--- config.mk ---
export PLATFORM = sky130hd
export DESIGN_NAME = i2s_rx_frontend
export DESIGN_NICKNAME = d
export VERILOG_FILES = /design/src/rtl/audio_pkg.sv /design/src/rtl/sync_edge_det.sv /design/src/rtl/i2s_rx_frontend.sv
export SDC_FILE = /design/constraint.sdc
export NUM_CORES = 1
export LEC_CHECK = 0
export CAP_MARGIN = 40
export CORE_UTILIZATION = 35
export CTS_CLUSTER_DIAMETER = 120
export DETAILED_ROUTE_END_ITERATION = 8
export RECOVER_POWER = 25
export SETUP_SLACK_MARGIN = 0.3
export SYNTH_ARGS = -nofsm -noshare
export SYNTH_HDL_FRONTEND = slang
export SYNTH_SLANG_ARGS = --single-unit
--- constraint.sdc ---
create_clock -name clk -period 6.3 [get_ports clk]
set_input_delay 1.89 -clock clk [delete_from_list [all_inputs] [get_ports clk]]
set_output_delay 1.89 -clock clk [all_outputs]
set_load 0.01 [all_outputs]
--- src/rtl/audio_pkg.sv ---
// audio_pkg: types and constants shared by the I2S receive front end and the
// downstream filter chain.
//   rx_state_t          receiver framing state (HUNT / LEFT / RIGHT)
//   I2S_LEFT/I2S_RIGHT  word-select encoding of the two channels
//   AUDIO_SAMPLE_WIDTH  default sample width used across the audio path
package audio_pkg;

    localparam int AUDIO_SAMPLE_WIDTH = 16;

    localparam logic I2S_LEFT  = 1'b0;
    localparam logic I2S_RIGHT = 1'b1;

    typedef enum logic [1:0] {
        HUNT  = 2'd0,
        LEFT  = 2'd1,
        RIGHT = 2'd2
    } rx_state_t;

endpackage

--- src/rtl/sync_edge_det.sv ---
// sync_edge_det: multi-flop synchroniser for an asynchronous strobe line plus
// companion data lines, with a registered rising-edge detect.
//   clk       system clock
//   reset     asynchronous, active-high
//   edge_in   asynchronous line whose rising edges are detected (bit clock)
//   data_in   asynchronous lines sampled alongside edge_in
//   rise      one-clk pulse after a rising edge of edge_in
//   data_out  data_in, delayed exactly as much as rise
module sync_edge_det #(
    parameter int STAGES = 2,
    parameter int DATA_W = 2
) (
    input  logic              clk,
    input  logic              reset,
    input  logic              edge_in,
    input  logic [DATA_W-1:0] data_in,
    output logic              rise,
    output logic [DATA_W-1:0] data_out
);

    // Bit 0 of each stage carries edge_in, the upper bits carry data_in, so
    // every line sees the same number of flops and the same delay.
    logic [STAGES-1:0][DATA_W:0] sync_reg;
    logic                        prev_reg;
    logic                        rise_reg;
    logic [DATA_W-1:0]           data_reg;

    always_ff @(posedge clk or posedge reset) begin
        if (reset) begin
            sync_reg <= '0;
            prev_reg <= 1'b0;
            rise_reg <= 1'b0;
            data_reg <= '0;
        end else begin
            sync_reg[0] <= {data_in, edge_in};
            for (int i = 1; i < STAGES; i++) begin
                sync_reg[i] <= sync_reg[i-1];
            end
            prev_reg <= sync_reg[STAGES-1][0];
            // Data is registered in the same cycle as the edge pulse so the
            // consumer sees ws/sd exactly as they were at the sck rise.
            rise_reg <= sync_reg[STAGES-1][0] & ~prev_reg;
            data_reg <= sync_reg[STAGES-1][DATA_W:1];
        end
    end

    assign rise     = rise_reg;
    assign data_out = data_reg;

endmodule

--- src/rtl/i2s_rx_frontend.sv ---
// i2s_rx_frontend: Philips-I2S receiver. Oversamples sck/ws/sd with clk,
// deserialises one stereo frame and presents both channels together.
//   clk           system clock (>= 4x i2s_sck)
//   reset         asynchronous, active-high
//   i2s_sck       I2S bit clock (asynchronous)
//   i2s_ws        word select, 0 = left, 1 = right
//   i2s_sd        serial data, MSB first, sampled on sck rise
//   left_sample   last complete left word
//   right_sample  last complete right word of the same frame
//   sample_valid  one-clk strobe when both samples update
//   locked        high after a good frame, low after reset or framing error
//   frame_error   one-clk strobe when a slot ends short
module i2s_rx_frontend
    import audio_pkg::*;
#(
    parameter int SAMPLE_WIDTH  = AUDIO_SAMPLE_WIDTH,
    parameter int MAX_SLOT_BITS = 32,
    parameter int SYNC_STAGES   = 2
) (
    input  logic                    clk,
    input  logic                    reset,
    input  logic                    i2s_sck,
    input  logic                    i2s_ws,
    input  logic                    i2s_sd,
    output logic [SAMPLE_WIDTH-1:0] left_sample,
    output logic [SAMPLE_WIDTH-1:0] right_sample,
    output logic                    sample_valid,
    output logic                    locked,
    output logic                    frame_error
);

    localparam int CNT_W = $clog2(MAX_SLOT_BITS);
    localparam logic [CNT_W-1:0] CNT_MAX = CNT_W'(MAX_SLOT_BITS - 1);
    localparam logic [CNT_W-1:0] SW_M1   = CNT_W'(SAMPLE_WIDTH - 1);

    logic sck_rise;
    logic ws_s;
    logic sd_s;

    sync_edge_det #(
        .STAGES (SYNC_STAGES),
        .DATA_W (2)
    ) u_sync (
        .clk      (clk),
        .reset    (reset),
        .edge_in  (i2s_sck),
        .data_in  ({i2s_ws, i2s_sd}),
        .rise     (sck_rise),
        .data_out ({ws_s, sd_s})
    );

    rx_state_t               state_reg, state_next;
    logic                    ws_prev_reg;
    logic [CNT_W-1:0]        bit_cnt_reg;
    logic [SAMPLE_WIDTH-2:0] shift_reg;
    logic [SAMPLE_WIDTH-1:0] left_hold_reg;
    logic [SAMPLE_WIDTH-1:0] left_sample_reg;
    logic [SAMPLE_WIDTH-1:0] right_sample_reg;
    logic                    sample_valid_reg;
    logic                    locked_reg;
    logic                    frame_error_reg;

    logic                    boundary;
    logic                    capture;
    logic                    word_done;
    logic                    slot_full;
    logic                    left_done;
    logic                    right_done;
    logic                    short_slot;
    logic [SAMPLE_WIDTH-1:0] shift_next;

    // The boundary rise still carries the LSB of the old slot, so that bit is
    // counted and captured before bit_cnt restarts. A slot therefore holds
    // bit_cnt+1 bits when its boundary arrives.
    assign boundary   = sck_rise && (ws_s != ws_prev_reg);
    assign capture    = sck_rise && (state_reg != HUNT) && (bit_cnt_reg <= SW_M1);
    assign shift_next = {shift_reg, sd_s};
    assign word_done  = capture && (bit_cnt_reg == SW_M1);
    assign slot_full  = (bit_cnt_reg >= SW_M1);
    assign left_done  = word_done && (state_reg == LEFT);
    assign right_done = word_done && (state_reg == RIGHT);
    assign short_slot = boundary && (state_reg != HUNT) && !slot_full;

    // State register
    always_ff @(posedge clk or posedge reset) begin
        if (reset) begin
            state_reg <= HUNT;
        end else begin
            state_reg <= state_next;
        end
    end

    // Next-state logic
    always_comb begin
        state_next = state_reg;
        if (boundary) begin
            case (state_reg)
                HUNT: begin
                    if (ws_s == I2S_LEFT) state_next = LEFT;
                end
                LEFT: begin
                    if (slot_full)             state_next = RIGHT;
                    else if (ws_s == I2S_LEFT) state_next = LEFT;
                    else                       state_next = HUNT;
                end
                RIGHT: begin
                    // A short right slot still ends on a ws fall, so the
                    // receiver can resynchronise on the very next left slot.
                    if (slot_full || ws_s == I2S_LEFT) state_next = LEFT;
                    else                               state_next = HUNT;
                end
                default: state_next = HUNT;
            endcase
        end
    end

    // Datapath and registered outputs
    always_ff @(posedge clk or posedge reset) begin
        if (reset) begin
            ws_prev_reg      <= I2S_LEFT;
            bit_cnt_reg      <= '0;
            shift_reg        <= '0;
            left_hold_reg    <= '0;
            left_sample_reg  <= '0;
            right_sample_reg <= '0;
            sample_valid_reg <= 1'b0;
            locked_reg       <= 1'b0;
            frame_error_reg  <= 1'b0;
        end else begin
            if (sck_rise) begin
                ws_prev_reg <= ws_s;
                if (boundary) begin
                    bit_cnt_reg <= '0;
                end else if (bit_cnt_reg != CNT_MAX) begin
                    bit_cnt_reg <= bit_cnt_reg + 1'b1;
                end
            end
            if (capture) begin
                shift_reg <= shift_next[SAMPLE_WIDTH-2:0];
            end
            if (left_done) begin
                left_hold_reg <= shift_next;
            end
            sample_valid_reg <= right_done;
            frame_error_reg  <= short_slot;
            if (right_done) begin
                left_sample_reg  <= left_hold_reg;
                right_sample_reg <= shift_next;
                locked_reg       <= 1'b1;
            end else if (short_slot) begin
                locked_reg <= 1'b0;
            end
        end
    end

    assign left_sample  = left_sample_reg;
    assign right_sample = right_sample_reg;
    assign sample_valid = sample_valid_reg;
    assign locked       = locked_reg;
    assign frame_error  = frame_error_reg;

endmodule

Fig. 1: cells coloured by class
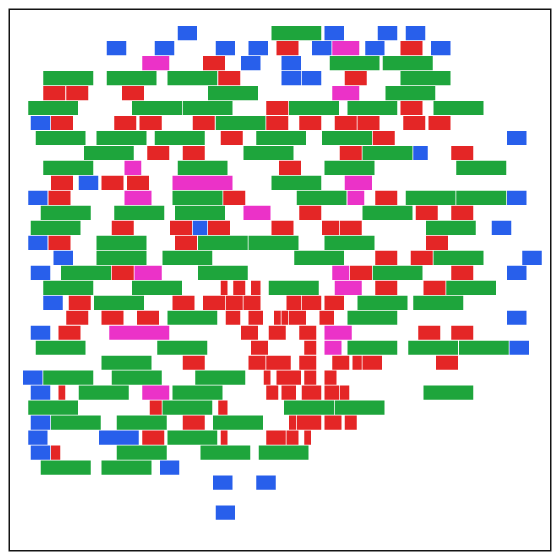
| colour | class | cells | share of their area |
|---|---|---|---|
| magenta | clock drivers and dummy loads | 16 | 6.1% |
| green | sequential cells | 84 | 55% |
| red | combinational and other logic | 111 | 28% |
| blue | remaining buffers and delay cells | 42 | 11% |
utilization after layout: 0.450
core outline area: 8810 µm²
Final Cell Area: 3960 µm²

Fig. 2: clock distribution
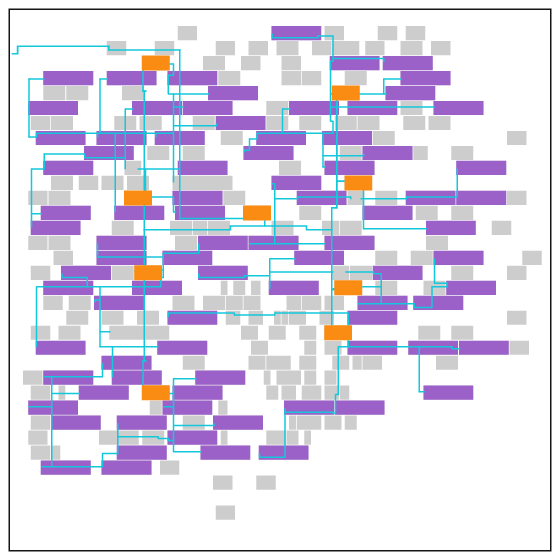
[orange] clock drivers | count: 9
[purple] flip-flops | count: 84
[cyan] clock wires | length: 993 µm
routed clock nets: 10

Fig. 3: clock routing
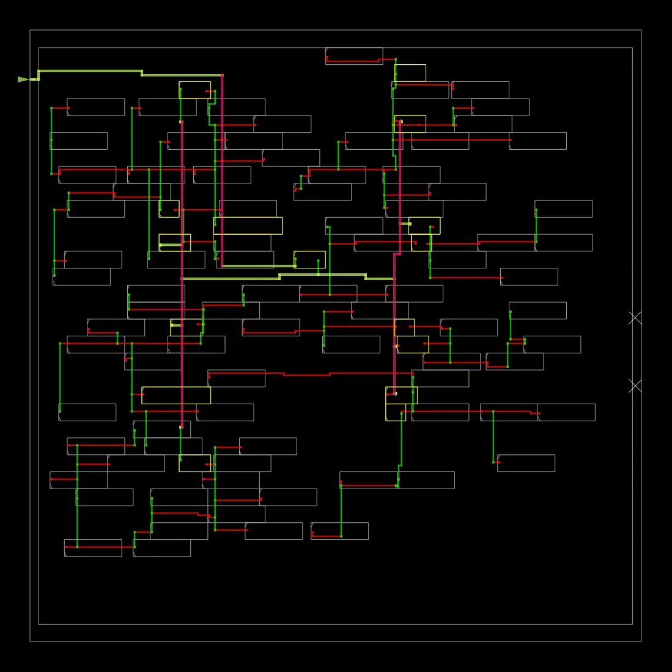
worst skew pair latency: 0.35 ns
Clock Power: 0.437 mW
Clock buffer cells: 10
clk sinks: 84
Flop Count: 84

Fig. 4: where the registers sit
Scale bar: 20 µm. Other sequential cells in the stronger grey, the rest of the logic in the fainter grey.
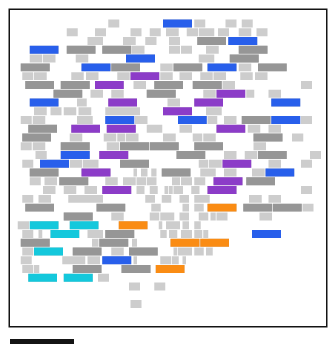
| colour | netlist name | placed flops |
|---|---|---|
| orange | bit_cnt_reg | 5 |
| purple | shift_reg | 15 |
| blue | left_sample | 16 |
| cyan | u_sync.sync_reg | 6 |

Fig. 5: drive-strength map
Scale bar: 20 µm.
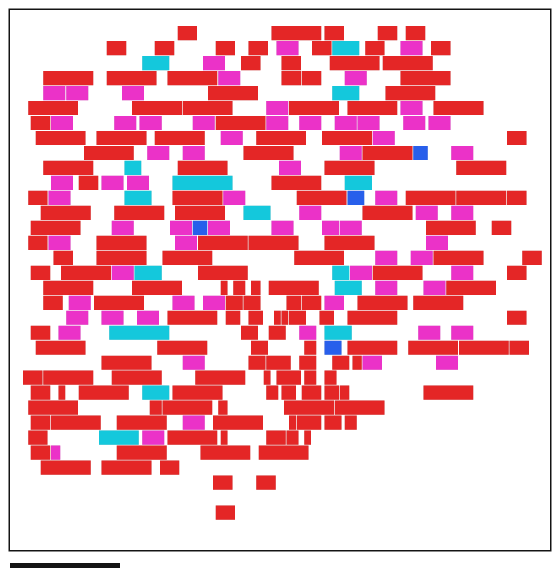
| colour | size | cells |
|---|---|---|
| red | _0 and _1 cells | 165 |
| blue | _3 and _4 cells | 4 |
| magenta | _2 cells | 69 |
| cyan | _6 and larger | 15 |

per-stage QoR:
| step | worst slack [ns] | util | std cells | area (µm²) | hold WS (ns) |
|---|---|---|---|---|---|
| 2_1_floorplan | 2.24 | - | 204 | 3230 | 0.331 |
| 3_3_place_gp | 2.91 | 0.422 | 344 | 3710 | 0.333 |
| 3_5_place_dp | 3.03 | 0.424 | 345 | 3730 | 0.337 |
| 4_1_cts | 3.12 | 0.450 | 361 | 3970 | 0.358 |
| 5_1_grt | 2.66 | 0.450 | 361 | 3960 | 0.370 |
| 6_report | 2.95 | 0.450 | 361 | 3960 | 0.356 |
power by group through the flow:
stage                     logic (mW)  clock network, mW  registers (mW)
final                         0.0840              0.437           0.622
after global routing          0.0945              0.472           0.631
after CTS                     0.0873              0.451           0.623
after detailed placement      0.0863                  0           0.633
after global placement        0.0839                  0           0.632
after floorplan               0.0757                  0           0.615
cells by family (layout without fill, tap and decap cells):
group                      count (synthesis)  after routing  share of synthesized area
DFF                                       84             84                      0.651
AOI/OAI and AO/OA                         18             18                     0.0407
xor gates and xnor gates                   2              2                    0.00543
and+or+nand+nor                           16             16                     0.0388
buffers and inverters                     16             65                     0.0260
adders and majority gates                  3              3                     0.0116
muxes                                     65             65                      0.226
layout make-up:
cell class	instances	area share
Clock inverter	6	0.0240
Multi-Input combinational cell	104	0.262
Sequential cell	84	0.531
Clock buffer	10	0.0348
Tap cell	108	0.0341
Timing Repair Buffer	42	0.107
Inverter	7	0.00695
worst max-delay path by stage:
stage,from,end,slack (ns),cells after the start
detailed placement,reset,left_sample[10],3.03,4
finish,reset,shift_reg[8],2.95,4
global placement,reset,left_hold_reg[10],2.91,3
global route,reset,state_reg[1],2.66,4
CTS,right_sample[15],right_sample[15],3.12,1
floorplan,reset,bit_cnt_reg[0],2.24,1
placed cells by master (no fill, tap or decap), drive strengths merged, types with 2 or more instances in the layout:
master	instances
mux2	64
inv	8
a21boi	2
nand4b	3
buf	3
o22ai	2
o21ai	4
ha	3
clkinv	2
bufinv	2
nor2b	3
dlygate4sd3	4
dfrtp	84
clkdlybuf4s50	35
clkbuf	10
metal layers:
| layer | track usage | vias up | wire (µm) |
|---|---|---|---|
| met4 | 0.0699 | 0 | 124 |
| met5 | 0 | - | 0 |
| met3 | 0.0251 | 12 | 185 |
| met1 | 0.164 | 909 | 2530 |
| met2 | 0.184 | 40 | 2370 |
| li1 | - | 813 | - |
worst reg2reg max path: cells and delay by family (launching register included):
family	cells	cell delay, ns
AND/OR/NAND/NOR	2	0.80
flip-flops	1	0.44
adder cells (fa/ha/maj)	2	0.50
multiplexers	1	0.31
buffers and inverters	1	0.49
==> results.cfg <==
; physical design summary
[final_timing]
maxSlewHeadroom = 0.185
skew_ns = 0.0103
worst_pin_slew_ns = 1.22
rsz0062_at_grt = false
slew_violations = 0
timing.fmax_mhz = 298

[setup_path]
cpMaxStageDelayCell = clkinvlp_2
worstSetupStartpointType = input pin
worstPathArrival_ns = 3.84
path_class = input pin to asynchronous set/reset pin
endpoint_kind = asynchronous set/reset pin
r2r_start = bit_cnt_reg[0]

[clocking]
postCtsSetupBuffers = 0
clk_path_buf_depth = 2
cts_buffers = 9
cts_root_buf = clkbuf_8

[die]
die_h_um = 98.0
num_rows = 34
io_pins = 40

[yosys]
ys_chip_area_um2 = 3230
ys_cells = 204
avgSynthCellArea_um2 = 15.8
syn-num-nets = 212
top_cell_area_share = 0.651
netlist_top_cells_count = 84 x dfrtp_1, 64 x mux2_2, 7 x inv_1
yosysUniqueCellTypes = 38
synth.most_common_cell = dfrtp_1

[placement]
place_hpwl_um = 3370

[power_and_ir_drop]
switchingPower_mw = 0.278
seq_power_share = 0.544
combPwrFrac = 0.073
peakVddDrop_v = 0.000126
p_int_mw = 0.865
p_leak_nw = 1.92
swShare = 0.243

[finish]
antenna_cells = 0
seqCellArea_um2 = 2100
fin_nets = 256

[grt]
antenna_found_initial = 0
gr-total-overflow = 0

[job]
warnings = 27
drv_cap = 0

[drt]
dr_total_vias = 1774
postRouteAntennaNets = 0
drc = 2

[status]
status = complete, but fails checks
violations = DRC

[worst_hold_path]
hold_class = flop to flop
hold_start = u_sync.sync_reg[0]
holdPathEnd = u_sync.sync_reg[3]
Power is estimated from default activity; no workload was simulated.
